==> src/rtl/strobe_seq_gen.sv <==
// Multi-channel programmable strobe sequencer: per channel, after start, wait DELAY cycles,
// then emit REPEAT pulses of WIDTH cycles separated by GAP cycles. Channels are independent.
module strobe_seq_gen #(
    parameter int unsigned    NCH      = 4,
    parameter int unsigned    CNT_W    = 16,
    parameter int unsigned    REP_W    = 8,
    parameter logic [NCH-1:0] IDLE_LVL = '0
) (
    input  logic                 clk,
    input  logic                 rst,
    input  logic [NCH-1:0]       start,
    input  logic [NCH-1:0]       abort,
    input  logic [NCH*CNT_W-1:0] cfg_delay,
    input  logic [NCH*CNT_W-1:0] cfg_width,
    input  logic [NCH*CNT_W-1:0] cfg_gap,
    input  logic [NCH*REP_W-1:0] cfg_repeat,
    output logic [NCH-1:0]       strobe_o,
    output logic [NCH-1:0]       busy,
    output logic [NCH-1:0]       done
);

    typedef enum logic [1:0] {
        StIdle,
        StDelay,
        StActive,
        StGap
    } state_e;

    localparam logic [CNT_W-1:0] CntOne = CNT_W'(1);
    localparam logic [REP_W-1:0] RepOne = REP_W'(1);

    for (genvar i = 0; i < NCH; i++) begin : g_ch
        state_e           state_q, state_d;
        logic [CNT_W-1:0] cnt_q, cnt_d;
        logic [CNT_W-1:0] wm1_q, wm1_d;
        logic [CNT_W-1:0] gm1_q, gm1_d;
        logic [REP_W-1:0] rep_q, rep_d;
        logic             strobe_q, strobe_d;
        logic             busy_q, busy_d;
        logic             done_q, done_d;

        logic [CNT_W-1:0] cfg_d_ch, cfg_w_ch, cfg_g_ch;
        logic [REP_W-1:0] cfg_r_ch;
        logic [CNT_W-1:0] cfg_wm1, cfg_gm1;
        logic [REP_W-1:0] cfg_rm1;

        assign cfg_d_ch = cfg_delay[i*CNT_W +: CNT_W];
        assign cfg_w_ch = cfg_width[i*CNT_W +: CNT_W];
        assign cfg_g_ch = cfg_gap[i*CNT_W +: CNT_W];
        assign cfg_r_ch = cfg_repeat[i*REP_W +: REP_W];

        // Zero width/gap/repeat behave as one; counters hold N-1 so they finish at zero.
        assign cfg_wm1 = (cfg_w_ch == '0) ? '0 : cfg_w_ch - CntOne;
        assign cfg_gm1 = (cfg_g_ch == '0) ? '0 : cfg_g_ch - CntOne;
        assign cfg_rm1 = (cfg_r_ch == '0) ? '0 : cfg_r_ch - RepOne;

        always_comb begin
            state_d = state_q;
            cnt_d   = cnt_q;
            wm1_d   = wm1_q;
            gm1_d   = gm1_q;
            rep_d   = rep_q;
            done_d  = 1'b0;

            unique case (state_q)
                StIdle: begin
                    if (start[i] && !abort[i]) begin
                        wm1_d = cfg_wm1;
                        gm1_d = cfg_gm1;
                        rep_d = cfg_rm1;
                        if (cfg_d_ch != '0) begin
                            state_d = StDelay;
                            cnt_d   = cfg_d_ch - CntOne;
                        end else begin
                            state_d = StActive;
                            cnt_d   = cfg_wm1;
                        end
                    end
                end
                StDelay: begin
                    if (cnt_q == '0) begin
                        state_d = StActive;
                        cnt_d   = wm1_q;
                    end else begin
                        cnt_d = cnt_q - CntOne;
                    end
                end
                StActive: begin
                    if (cnt_q != '0) begin
                        cnt_d = cnt_q - CntOne;
                    end else if (rep_q == '0) begin
                        state_d = StIdle;
                        done_d  = 1'b1;
                    end else begin
                        state_d = StGap;
                        cnt_d   = gm1_q;
                        rep_d   = rep_q - RepOne;
                    end
                end
                StGap: begin
                    if (cnt_q == '0) begin
                        state_d = StActive;
                        cnt_d   = wm1_q;
                    end else begin
                        cnt_d = cnt_q - CntOne;
                    end
                end
                default: begin
                    state_d = StIdle;
                end
            endcase

            // Abort only matters for a running sequence; in IDLE it also suppresses start above.
            if (abort[i] && (state_q != StIdle)) begin
                state_d = StIdle;
                cnt_d   = '0;
                rep_d   = '0;
                done_d  = 1'b0;
            end

            strobe_d = IDLE_LVL[i] ^ (state_d == StActive);
            busy_d   = (state_d != StIdle);
        end

        always_ff @(posedge clk) begin
            if (rst) begin
                state_q  <= StIdle;
                cnt_q    <= '0;
                wm1_q    <= '0;
                gm1_q    <= '0;
                rep_q    <= '0;
                strobe_q <= IDLE_LVL[i];
                busy_q   <= 1'b0;
                done_q   <= 1'b0;
            end else begin
                state_q  <= state_d;
                cnt_q    <= cnt_d;
                wm1_q    <= wm1_d;
                gm1_q    <= gm1_d;
                rep_q    <= rep_d;
                strobe_q <= strobe_d;
                busy_q   <= busy_d;
                done_q   <= done_d;
            end
        end

        assign strobe_o[i] = strobe_q;
        assign busy[i]     = busy_q;
        assign done[i]     = done_q;
    end

endmodule
==> config.mk <==
export PLATFORM = sky130hd
export DESIGN_NAME = strobe_seq_gen
export DESIGN_NICKNAME = d
export VERILOG_FILES = /design/src/rtl/strobe_seq_gen.sv
export SDC_FILE = /design/constraint.sdc
export NUM_CORES = 1
export LEC_CHECK = 0
export CAP_MARGIN = 0
export CORE_ASPECT_RATIO = 0.5
export CORE_UTILIZATION = 35
export DETAILED_ROUTE_END_ITERATION = 8
export REMOVE_ABC_BUFFERS = 1
export SLEW_MARGIN = 10
export SYNTH_ARGS = -nofsm -noshare
export SYNTH_HDL_FRONTEND = slang
export SYNTH_SLANG_ARGS = --single-unit
==> constraint.sdc <==
create_clock -name clk -period 3 [get_ports clk]
set_clock_uncertainty 0.2 [all_clocks]
set_input_delay 0.45 -clock clk [delete_from_list [all_inputs] [get_ports clk]]
set_output_delay 0.45 -clock clk [all_outputs]
set_load 0.02 [all_outputs]
==> out/qor.tcl <==
set qor(synth_flop_count) 244
set qor(required_worst_endpoint_ns) 3.25
set qor(met3WireLength_mm) 2.98
set qor(post-route-cell-area_um2) 22100
set qor(edf_count) 0
set qor(finalWeightedCongestion) 0.932
set qor(layout_top_cell) {sky130_fd_sc_hd__nor2_1}
set qor(post_synth_top_cells) {sky130_fd_sc_hd__nor2_1 (309), sky130_fd_sc_hd__dfxtp_1 (244), sky130_fd_sc_hd__nand2_1 (181), sky130_fd_sc_hd__o21ai_0 (161), sky130_fd_sc_hd__a21oi_1 (146)}
set qor(cts_tree) {done}
set qor(worstRegToRegCells) 6
set qor(regToRegSetupSlack_ns) 0.19
set qor(final_core_util) 0.465
set qor(comb_area_share) 0.514
set qor(report.power.total_mw) 10.2
set qor(nonClkBufAreaFrac) 0.179
set qor(route.detailed.drc) 0
set qor(core_area_um2) 47400
set qor(highest_metal_used) {met4}
set qor(slowest_delay_ns) 0.63
set qor(measured_slew_at_the_worst_slew_check_pin_ns) 1.04
set qor(initial_utilization) 0.359
set qor(worst_path_max_delay_cell) {sky130_fd_sc_hd__or4b_4}
set qor(drt_pre_antenna_iters) 8
set qor(worst-path-stages) 6
set qor(final-max-slew-violation-count) 0
set qor(top_usage_layer) {met2}
set qor(ys_cells) 2287
set qor(final_layout_size_suffix_gt1_frac) 0.105
set qor(post_cts_resized) 0
set qor(nonClockBufferCount) 443
set qor(critical-path-top-delay-family) {simple AND/OR/NAND/NOR gates}
set qor(cts_sinks) 244
set qor(grt_pass1_vias) 17300
set qor(critical_path_at_ns) 3.05
set qor(cts-root-to-sink-buffers) 3
set qor(post-cts-setup-buffers) 0
set qor(fill_cells) 4725
set qor(placed_area_um2) 21200
set qor(area_share_clock_buf_inv) 0.0374
set qor(end_kind) {flop}
set qor(wl_met1_mm) 26.6
set qor(synth_top_cell_by_area) {sky130_fd_sc_hd__dfxtp_1}
set qor(worst_hold_startpoint) {rst}
set qor(syn-cell-area_um2) 17000
set qor(nNonClkInverters) 70
set qor(warning_count) 40
set qor(top_power_group) {sequential cells}
set qor(placedCellCount) 3239
set qor(holdPathEnd) {g_ch[0].gm1_q[3]}
set qor(clock_tree.htree_level_count) 1
set qor(status) {finished clean}
set qor(grt_antenna_before_repair) 1
set qor(flop_area_um2) 4880
set qor(areaGrowthSynthToFinish_pct) 29.6
set qor(maxClockFrequency_ghz) 0.356
set qor(grt_util_met3) 0.0305
set qor(ant_nets) 0
set qor(preCtsSetupSlack_ns) 0.00772
set qor(layout_top_cells) {sky130_fd_sc_hd__nor2_1 (309), sky130_fd_sc_hd__dfxtp_1 (244), sky130_fd_sc_hd__clkdlybuf4s50_1 (244), sky130_fd_sc_hd__buf_4 (198), sky130_fd_sc_hd__nand2_1 (181)}
set qor(postSynth.topFlopCell) {sky130_fd_sc_hd__dfxtp_1}
set qor(dp_hpwl_mm) 44.9
set qor(critical_path_peak_fanout) 10
set qor(yosysWarningCount) 0
set qor(r2r-end) {g_ch[0].rep_q[7]}
set qor(cp-start-kind) {flop}
set qor(cp_cell_sequence) {or4_4, or4b_4, nor2_4, o22ai_1, o21ai_0, a21oi_1}
set qor(critical_path_buf_inv_count) 0
set qor(hold_slack_ns) 0.180
registers in the layout, summed over array words and instances, names as in the netlist:
signal         count
g_ch.done_q        4
g_ch.wm1_q        64
g_ch.cnt_q        64
g_ch.rep_q        32
g_ch.strobe_q      4
g_ch.state_q       8
g_ch.busy_q        4
g_ch.gm1_q        64
cells by family (layout without fill, tap and decap cells):
| kind of cell | after synthesis | in the layout | share of synthesized area |
|---|---|---|---|
| xor+xnor | 179 | 179 | 0.0921 |
| compound gates | 690 | 690 | 0.267 |
| simple gates | 919 | 919 | 0.268 |
| fa+ha+maj | 39 | 39 | 0.0287 |
| other cells | 0 | 1 | 0 |
| flops | 244 | 244 | 0.287 |
| buf+inv | 199 | 558 | 0.0474 |
| mux | 17 | 17 | 0.0101 |
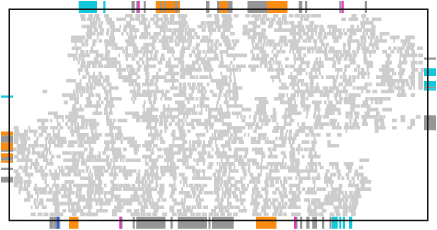
(images/io_placement.png)
Pins as bars across the die edge, other pins in grey.
Key: abort = magenta [pins 4, direction input, edge 2 bottom, 2 top]; clk = blue [pins 1, direction input, edge bottom]; cfg_delay = orange [pins 64, direction input, edge 32 top, 23 bottom, 9 left]; cfg_repeat = cyan [pins 32, direction input, edge 15 top, 8 bottom, 8 right, 1 left]
All pins by edge: 116 bottom, 91 top, 21 left, 18 right.
port buffer count: 245
x dimension of the die: 314 um
overall die height: 158 um

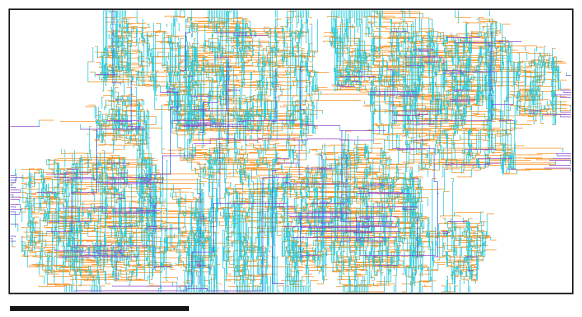
(images/wires.png)
Scale bar: 100 um.
Key: metal 1 = orange [wire length 26.6 mm]; metal 3 = purple [wire length 2980 um]; metal 2 = cyan [wire length 26.7 mm]; metal 4 = blue [wire length 1060 um]
Global Route Usage Sum: 0.224
average wire length per cell after detail routing: 17.4 um
routed via count: 18500
Total Routed Length: 57.3 mm

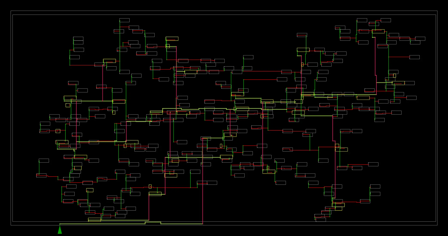
(images/clocks.png)
clock-net power: 3.23 mW
clock buffers: 34
TritonCTS Buffers: 26

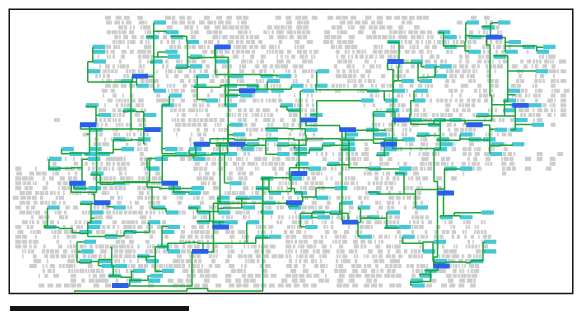
(images/clk_routes.png)
Scale bar: 100 um.
Key: clock wires = green [length 3780 um]; flip-flops = cyan [count 244]; clock drivers = blue [count 26]
There are 27 routed clock nets.
clock network fraction of total power: 0.317
insertion delay at the late pin of the worst-skew pair: 0.57 ns

No activity file was given, so power comes from the tool's default toggle rates.
